## src/rtl/serial_frame_ctrl_pkg.sv

```systemverilog
// serial_frame_ctrl_pkg: shared state encoding and default sizing for the serial frame receiver
package serial_frame_ctrl_pkg;
  typedef enum logic [1:0] {ST_IDLE, ST_START, ST_DATA, ST_PARITY} state_t;
  localparam int DEF_DATA_W = 8;
  localparam int DEF_CLKS_PER_BIT = 10;
  localparam int DEF_CNT_W = 8;
endpackage

```

## src/rtl/serial_frame_ctrl_if.sv

```systemverilog
// serial_frame_ctrl_if: link pins in, frame results out
interface serial_frame_ctrl_if import serial_frame_ctrl_pkg::*; #(
  parameter int DATA_W = DEF_DATA_W,
  parameter int CNT_W = DEF_CNT_W
);
  logic i_in;
  logic s_in;
  logic [DATA_W-1:0] data_out;
  logic valid;
  logic err_parity;
  logic err_sync;
  logic [CNT_W-1:0] err_cnt;
  logic busy;
  modport master (output i_in, s_in, input data_out, valid, err_parity, err_sync, err_cnt, busy);
  modport slave (input i_in, s_in, output data_out, valid, err_parity, err_sync, err_cnt, busy);
endinterface

```

## src/rtl/serial_frame_ctrl_bit_timer.sv

```systemverilog
// serial_frame_ctrl_bit_timer: mid-bit sample tick generator, half-period load then full-period reloads
module serial_frame_ctrl_bit_timer import serial_frame_ctrl_pkg::*; #(
  parameter int CLKS_PER_BIT = DEF_CLKS_PER_BIT
) (
  input  logic clk,
  input  logic reset,
  input  logic load_half,
  input  logic run,
  output logic tick
);
  localparam int CW = $clog2(CLKS_PER_BIT);
  logic [CW-1:0] cnt;
  assign tick = run & (cnt == '0);
  // count down while running; the first tick lands mid-bit, later ones one bit period apart
  always_ff @(posedge clk or posedge reset)
    if (reset) cnt <= '0;
    else if (load_half) cnt <= CW'(CLKS_PER_BIT / 2);
    else if (tick) cnt <= CW'(CLKS_PER_BIT - 1);
    else if (run) cnt <= cnt - 1'b1;
endmodule

```

## src/rtl/serial_frame_ctrl.sv

```systemverilog
// serial_frame_ctrl: receive-side controller for the two-wire I/S serial link
module serial_frame_ctrl import serial_frame_ctrl_pkg::*; #(
  parameter int DATA_W = DEF_DATA_W,
  parameter int CLKS_PER_BIT = DEF_CLKS_PER_BIT,
  parameter int PARITY_ODD = 0,
  parameter int CNT_W = DEF_CNT_W
) (
  input logic clk,
  input logic reset,
  serial_frame_ctrl_if.slave bus
);
  localparam int IW = $clog2(DATA_W);
  state_t state, state_n;
  logic [1:0] i_sync, s_sync;
  logic s_d, i_s, s_s, s_rise, tick, perr, valid_n, sync_n;
  logic [IW-1:0] idx;
  logic [DATA_W-1:0] shreg;
  assign i_s = i_sync[1];
  assign s_s = s_sync[1];
  assign s_rise = s_s & ~s_d;
  assign perr = ^{shreg, i_s} ^ (PARITY_ODD != 0);
  assign bus.busy = state != ST_IDLE;
  serial_frame_ctrl_bit_timer #(.CLKS_PER_BIT(CLKS_PER_BIT)) u_timer (
    .clk(clk),
    .reset(reset),
    .load_half((state == ST_IDLE) & s_rise),
    .run(state != ST_IDLE),
    .tick(tick)
  );
  // two-flop synchronizers on the asynchronous link lines, plus S history for edge detect
  always_ff @(posedge clk or posedge reset)
    if (reset) begin
      i_sync <= '0;
      s_sync <= '0;
      s_d <= 1'b0;
    end else begin
      i_sync <= {i_sync[0], bus.i_in};
      s_sync <= {s_sync[0], bus.s_in};
      s_d <= s_s;
    end
  // state register
  always_ff @(posedge clk or posedge reset)
    if (reset) state <= ST_IDLE;
    else state <= state_n;
  // next state; S high at a data/parity tick restarts the frame as if it were a start sample
  always_comb begin
    state_n = state;
    sync_n = tick & s_s & ((state == ST_DATA) | (state == ST_PARITY));
    valid_n = tick & ~s_s & (state == ST_PARITY);
    unique case (state)
      ST_IDLE: state_n = s_rise ? ST_START : ST_IDLE;
      ST_START: state_n = tick ? (s_s ? ST_DATA : ST_IDLE) : ST_START;
      ST_DATA: state_n = (tick & ~s_s & (idx == '0)) ? ST_PARITY : ST_DATA;
      ST_PARITY: state_n = tick ? (s_s ? ST_DATA : ST_IDLE) : ST_PARITY;
      default: state_n = ST_IDLE;
    endcase
  end
  // shift register, bit index, frame results and saturating error counter
  always_ff @(posedge clk or posedge reset)
    if (reset) begin
      idx <= '0;
      shreg <= '0;
      bus.data_out <= '0;
      bus.valid <= 1'b0;
      bus.err_parity <= 1'b0;
      bus.err_sync <= 1'b0;
      bus.err_cnt <= '0;
    end else begin
      bus.valid <= valid_n;
      bus.err_sync <= sync_n;
      if (tick & s_s & (state != ST_IDLE)) idx <= IW'(DATA_W - 1);
      else if (tick & (state == ST_DATA)) begin
        shreg <= {shreg[DATA_W-2:0], i_s};
        idx <= idx - 1'b1;
      end
      if (valid_n) begin
        bus.data_out <= shreg;
        bus.err_parity <= perr;
      end
      if (((valid_n & perr) | sync_n) & ~&bus.err_cnt) bus.err_cnt <= bus.err_cnt + 1'b1;
    end
endmodule

```

## src/flat_wrapper.sv

```systemverilog
// flat-port wrapper written by rule: the top's interface ports become plain ports
module serial_frame_ctrl_flat import serial_frame_ctrl_pkg::*;
#(
  parameter int DATA_W = DEF_DATA_W,
  parameter int CLKS_PER_BIT = DEF_CLKS_PER_BIT,
  parameter int PARITY_ODD = 0,
  parameter int CNT_W = DEF_CNT_W
)
  (clk, reset, bus_i_in, bus_s_in, bus_data_out, bus_valid, bus_err_parity, bus_err_sync, bus_err_cnt, bus_busy);
  serial_frame_ctrl_if #(.DATA_W(DATA_W), .CNT_W(CNT_W)) bus_i ();
  input logic clk;
  input logic reset;
  input wire logic [$bits(bus_i.i_in)-1:0] bus_i_in;
  input wire logic [$bits(bus_i.s_in)-1:0] bus_s_in;
  output wire logic [$bits(bus_i.data_out)-1:0] bus_data_out;
  output wire logic [$bits(bus_i.valid)-1:0] bus_valid;
  output wire logic [$bits(bus_i.err_parity)-1:0] bus_err_parity;
  output wire logic [$bits(bus_i.err_sync)-1:0] bus_err_sync;
  output wire logic [$bits(bus_i.err_cnt)-1:0] bus_err_cnt;
  output wire logic [$bits(bus_i.busy)-1:0] bus_busy;
  assign bus_i.i_in = bus_i_in;
  assign bus_i.s_in = bus_s_in;
  assign bus_data_out = bus_i.data_out;
  assign bus_valid = bus_i.valid;
  assign bus_err_parity = bus_i.err_parity;
  assign bus_err_sync = bus_i.err_sync;
  assign bus_err_cnt = bus_i.err_cnt;
  assign bus_busy = bus_i.busy;
  serial_frame_ctrl #(.DATA_W(DATA_W), .CLKS_PER_BIT(CLKS_PER_BIT), .PARITY_ODD(PARITY_ODD), .CNT_W(CNT_W)) u_core (.clk(clk), .reset(reset), .bus(bus_i));
endmodule
```

## config.mk

```make
export PLATFORM = sky130hd
export DESIGN_NAME = serial_frame_ctrl_flat
export DESIGN_NICKNAME = d
export VERILOG_FILES = /design/src/rtl/serial_frame_ctrl_pkg.sv /design/src/rtl/serial_frame_ctrl_if.sv /design/src/rtl/serial_frame_ctrl_bit_timer.sv /design/src/rtl/serial_frame_ctrl.sv /design/src/flat_wrapper.sv
export SDC_FILE = /design/constraint.sdc
export NUM_CORES = 1
export LEC_CHECK = 0
export CAP_MARGIN = 10
export CORE_MARGIN = 4
export CORE_UTILIZATION = 45
export DETAILED_ROUTE_END_ITERATION = 12
export GPL_ROUTABILITY_DRIVEN = 1
export GPL_TIMING_DRIVEN = 0
export PLACE_DENSITY_LB_ADDON = 0.05
export SLEW_MARGIN = 5
export SYNTH_ARGS = -nofsm -noshare
export SYNTH_HDL_FRONTEND = slang
export SYNTH_SLANG_ARGS = --single-unit
export TNS_END_PERCENT = 30
```

## constraint.sdc

```tcl
create_clock -name clk -period 2 [get_ports clk]
set_clock_uncertainty 0.05 [all_clocks]
set_input_delay 0.4 -clock clk [delete_from_list [all_inputs] [get_ports clk]]
set_output_delay 0.4 -clock clk [all_outputs]
set_load 0.01 [all_outputs]
```

==> deck_impl_summary.md, run 1 <==
Run Summary

Outcome
  – Result of the run: finished, violations left
  – Failing checks: setup timing

Placement
  – Post-Place Worst Slack: -0.2269 ns
  – Buffers added on ports: 23
  – HPWL after detailed placement: 2230 µm

Cells and area
  – Top Layout Cells: dfrtp_1 (40), nand2_1 (31), clkdlybuf4s50_1 (22)
  – Non-clock buffer count in the final layout: 31
  – Logic share of the area: 34.73%
  – Top cell class by occupied area: sequential cells
  – Total number of nets in the final design: 206
  – Number of signal-net inverters in the final layout: 8
  – Largest registers ranked by flip-flop count: u_core.bus.data_out x8, u_core.bus.err_cnt x8, u_core.shreg x8
  – Area occupied by registers: 0.001027 mm²
  – Fraction of area in clock buffers and inverters: 5.673%
  – Number of sequential storage elements: 41
  – Final Core Density: 62.12%
  – Final-layout non-clock buffer area share: 12.25%

Timing
  – Maximum clock frequency: 493.5 MHz
  – Worst Max-Slew Pin Slew: 0.8280 ns
  – Post-route worst setup slack: -0.02655 ns
  – Final hold vios: 0
  – Final Setup Violations: 2
  – Final Slew Violations: 0
  – Min cycle time layout: 2.027 ns
  – Setup repair after global routing missed its margin: yes

CTS
  – TritonCTS buffer count: 5
  – Number of buffers on the longest clock path: 2
  – CTS tree: done
  – Clock latency reported for the late side of the worst-skew pair: 0.28 ns
  – Clock tree root buffer cell: clkbuf_8

Logic synthesis
  – Fraction of the mapped netlist area in simple logic gates: 15.87%
  – Total cells reported by yosys after synthesis: 161
  – Share of synthesized cell area in full adder, half adder and majority cells: 2.747%
  – Chip Area, Yosys: 0.001822 mm²
  – XOR-XNOR Cells, Area Fraction: 7.486%
  – Number of register bits inferred by synthesis: 41
  – Count of different cell masters after synthesis: 33
  – Cells after Synth: 161
  – Part of the Yosys area used for sequential elements: 56.32%
  – Most popular library cell in the synthesized design by count: dfrtp_1
  – Count of library flops with an enable pin: 0
  – Top cells by area: dfrtp_1 (56%), nand2_1 (6.4%), mux2_2 (5.6%)
  – Synth Net Count: 169
  – Most instantiated flip-flop cell in the synthesis netlist: dfrtp_1

Critical path
  – Count of buffering cells on the critical path with inverters included: 0
  – Cell count of the worst reg-to-reg path: 6
  – Reg-to-Reg Start: u_core.shreg[6]$_DFFE_PP0P_
  – Largest delay share family, worst path: XOR/XNOR gates
  – Critical register-to-register path endpoint: u_core.bus.err_cnt[6]$_DFFE_PP0P_
  – Class of the most critical setup path: flop to flop
  – WP depth: 6
  – Crit-path max FO: 4
  – Setup slack of the most critical reg-to-reg path: -0.03 ns

Hold path
  – Cell count of the worst hold path: 0
  – Hold worst-path end: u_core.i_sync[1]$_DFF_PP0_
  – Hold Path Class: flop to flop

Global routing
  – Pin count of the biggest net entering global routing: 42
  – GR Util met1: 18.05%
  – Global-route wire length before repair: 5727 µm
  – Total track usage: 14.07%
  – Top Usage Layer GRT: met2

Power and ir drop
  – Switching portion of total power: 29.45%
  – Comb power frac: 28.3%
  – Worst ir drop on vdd: 0.4817 mV
  – Switching pwr: 776.1 µW
  – Total combinational power: 747 µW
  – Power in sequential cells: 1.12 mW
  – Pwr dens: 1117 mW/mm²

Detailed routing
  – Top sig layer: met4
  – WL met3: 148 µm
  – Avg Vias per Cell: 5.109
  – Met2 routed WL: 1638 µm
  – Detailed router's first-iteration violation count: 48

Die
  – Tap cell instance count: 48
  – Core box area: 0.003799 mm²
  – # rows: 22
  – Die Size: 0.005130 mm²
  – Die x size: 71.63 µm
  – DIE HEIGHT: 71.63 µm

Job
  – Number of warnings in the stage logs: 29
run 1: logic make-up (layout without fill, tap and decap cells):
family,count (synthesis),in the layout
AOI/OAI and AO/OA,21,21
xor gates and xnor gates,13,13
adders and majority gates,4,4
buffers and inverters,9,47
DFF,41,41
muxes,12,12
and+or+nand+nor,61,61
run 1: through the flow:
stage	cell area (µm²)	power, mW	hold WS (ns)	instances	TNS (ns)
floorplan	1822	1.572	0.2812	161	0
finish	2360	2.636	0.3072	247	-0.03883
CTS	2313	2.620	0.3085	244	-0.03947
global route	2360	2.790	0.3182	247	-0.3067
detailed placement	2112	1.776	0.2904	232	-0.8676
global placement	2112	1.732	0.2833	232	-8.977
### The metal 2 layer, run 1

Scale bar: 20 µm. Cells faint in the background.
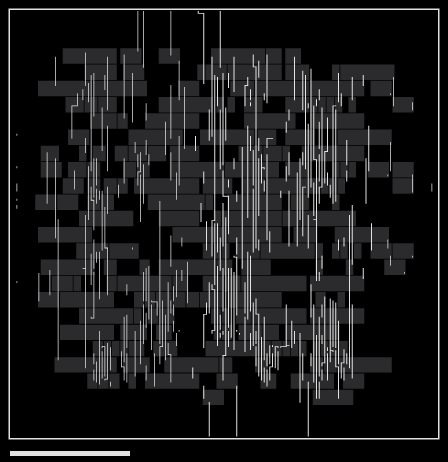
- share of all routed wire: 50%
- main direction: vertical
- wire length on this layer: 1,640 µm
- nets with wire on the layer: 178
number of vias after detailed routing: 1,262
global-route track usage on met2: 23.27%
total wire length after detailed routing: 3285 µm

### Layout detail, run 1

Scale bar: 5 µm. Region (8, 44) to (28, 64) µm. Cells in gray, sequential cells in the stronger gray; small squares are vias.
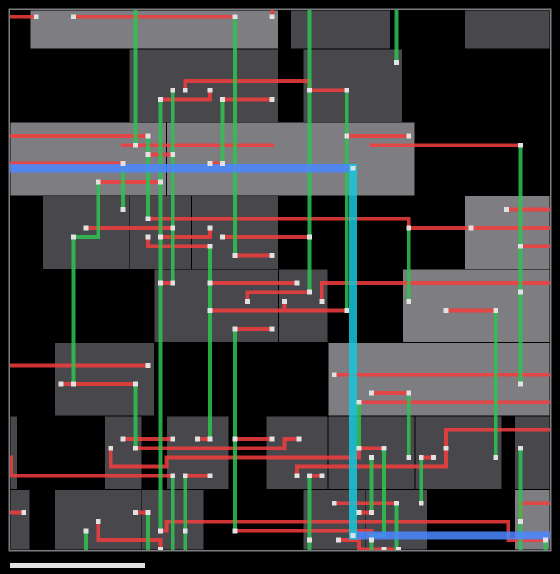
- blue: met3
- red: met1
- green: met2
- cyan: met4
- sequential cells in the window: 5
- netlist names of flops here include: u_core.bus.err_cnt (5)
- most frequent: dfrtp_1 (5), xor2_1 (4), clkdlybuf4s50_1 (4)
- cells with their middle in the window: 24

### Metal 3, run 1

Scale bar: 20 µm.
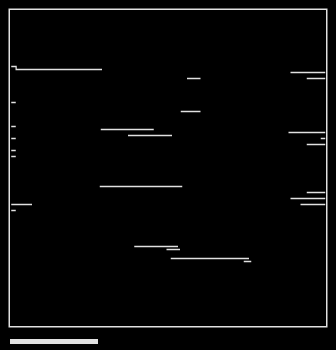
- nets with wire on the layer: 22
- wire length on this layer: 148 µm
- main direction: horizontal
- share of all routed wire: 4.5%
- longest straight run: 19.3 µm
GR Util met3: 4.348%

--- run 2 (diff from run 1) ---
==> constraint.sdc (replaced) <==
create_clock -name clk -period 2 [get_ports clk]
set_clock_uncertainty 0.05 [all_clocks]
set_input_delay 0.2 -clock clk [delete_from_list [all_inputs] [get_ports clk]]
set_output_delay 0.2 -clock clk [all_outputs]
set_load 0.01 [all_outputs]
### Metal 3, run 2

Scale bar: 20 µm.
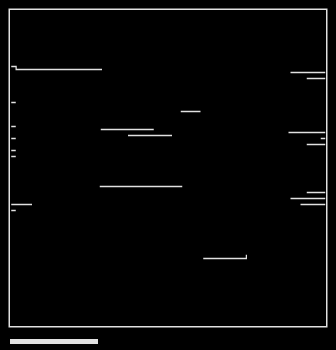
- wire length on this layer: 125 µm
- main direction: horizontal
- share of all routed wire: 3.8%
- longest straight run: 19.3 µm
- nets with wire on the layer: 18
number of vias after detailed routing: 1,265
total wire length after detailed routing: 3319 µm

==> run 2 against run 1 <==
Against the previous run: the flow still finishes with violations (setup timing); worst hold slack worse by 0.0034 ns; flip-flop count is the same; register-to-register slack hardly changed; non-clock buffer count rose by 1; die area did not move; clock power barely moved; critical path depth unchanged; critical path type unchanged.
==> deck_impl_summary.md, run 2 <==
Run Summary

Logic synthesis
  – Part of the Yosys area used for sequential elements: 56.32%
  – XOR-XNOR Cells, Area Fraction: 7.486%
  – Count of different cell masters after synthesis: 33
  – Cells after Synth: 161
  – Most popular library cell in the synthesized design by count: dfrtp_1
  – Most instantiated flip-flop cell in the synthesis netlist: dfrtp_1
  – Fraction of the mapped netlist area in simple logic gates: 15.87%
  – Total cells reported by yosys after synthesis: 161
  – Share of synthesized cell area in full adder, half adder and majority cells: 2.747%
  – Count of library flops with an enable pin: 0
  – Top cells by area: dfrtp_1 (56%), nand2_1 (6.4%), mux2_2 (5.6%)
  – Synth Net Count: 169
  – Chip Area, Yosys: 0.001822 mm²

Placement
  – Placed Instance Area: 0.002112 mm²
  – Instance count after placement with tap cells included: 232
  – Buffers added on ports: 23
  – Post-Place Worst Slack: -0.2269 ns
  – HPWL after detailed placement: 2230 µm

Power and ir drop
  – Worst ir drop on vdd: 0.5218 mV
  – Total chip power: 2.626 mW
  – Group with the largest share of power: registers
  – Switching pwr: 772.1 µW
  – Clock network power share: 29.4%
  – Total combinational power: 745 µW
  – Power in sequential cells: 1.11 mW

Detailed routing
  – Avg Vias per Cell: 5.101
  – Top sig layer: met4
  – Met2 routed WL: 1679 µm
  – Detailed router's first-iteration violation count: 30
  – WL met3: 124 µm

Global routing
  – Vias in the first global route: 1,319
  – Total track usage: 14.31%
  – Global-route wire length before repair: 5830 µm
  – Pin count of the biggest net entering global routing: 42

Cells and area
  – Final Instance Area: 0.002362 mm²
  – Antenna diode instance count: 0
  – Non-filler cells in the finished layout: 248
  – Top Layout Cells: dfrtp_1 (41), nand2_1 (30), clkdlybuf4s50_1 (23)
  – Total number of nets in the final design: 207
  – Final Core Density: 62.19%
  – Largest registers ranked by flip-flop count: u_core.bus.data_out x8, u_core.bus.err_cnt x8, u_core.shreg x8

Critical path
  – Reg-to-Reg Start: u_core.shreg[6]$_DFFE_PP0P_
  – Count of buffering cells on the critical path with inverters included: 0
  – Cell count of the worst reg-to-reg path: 6
  – Crit-path max FO: 3
  – Critical register-to-register path endpoint: u_core.bus.err_cnt[6]$_DFFE_PP0P_
  – Largest delay share family, worst path: XOR/XNOR gates
  – WP depth: 6
  – Class of the most critical setup path: flop to flop

Timing
  – Maximum clock frequency: 495.6 MHz
  – Post-route worst setup slack: -0.01768 ns
  – Worst Max-Slew Pin Slew: 0.8239 ns
  – Worst hold margin: 0.3038 ns
  – Min cycle time layout: 2.018 ns
  – Setup repair after global routing missed its margin: yes
  – Final Setup Violations: 1
  – Final hold vios: 0

CTS
  – CTS tree: done
  – TritonCTS buffer count: 5
  – Clock latency reported for the late side of the worst-skew pair: 0.28 ns
  – Clock tree root buffer cell: clkbuf_8

Die
  – DIE HEIGHT: 71.63 µm
  – Die Size: 0.005130 mm²
  – Core box area: 0.003799 mm²
  – Die x size: 71.63 µm

Hold path
  – Cell count of the worst hold path: 1
  – Hold worst-path end: u_core.s_sync[0]$_DFF_PP0_

Outcome
  – Result of the run: finished, violations left
  – Failing checks: setup timing

Job
  – Number of warnings in the stage logs: 29
==> run 2: cell counts after synthesis <==
Identical to the previous run, type by type.
==> run 2: cell families after synthesis <==
family	after synthesis
xor gates and xnor gates	13
and+or+nand+nor	61
muxes	12
buffers and inverters	9
adders and majority gates	4
DFF	41
AOI/OAI and AO/OA	21
==> run 2: area by class of cell <==
cell class                 instances  area, µm²  share of cell area, %
tap                               48      60.06                  2.542
sequential                        41       1026                  43.43
clock inverter                     3      65.06                  2.754
clock buffer                       5      68.82                  2.913
inverter                           8      30.03                  1.271
multi-input combinational        111      814.5                  34.48
buffer                             1      3.754                 0.1589
timing repair buffer              31      294.0                  12.45
==> run 2: layer usage <==
metal  track usage, %  vias up
met2            24.08       24
met3            4.348        2
met1            18.05      622
met4            3.549        0
met5                0        -
li1                 -      617
No activity file was given, so power comes from the tool's default toggle rates.
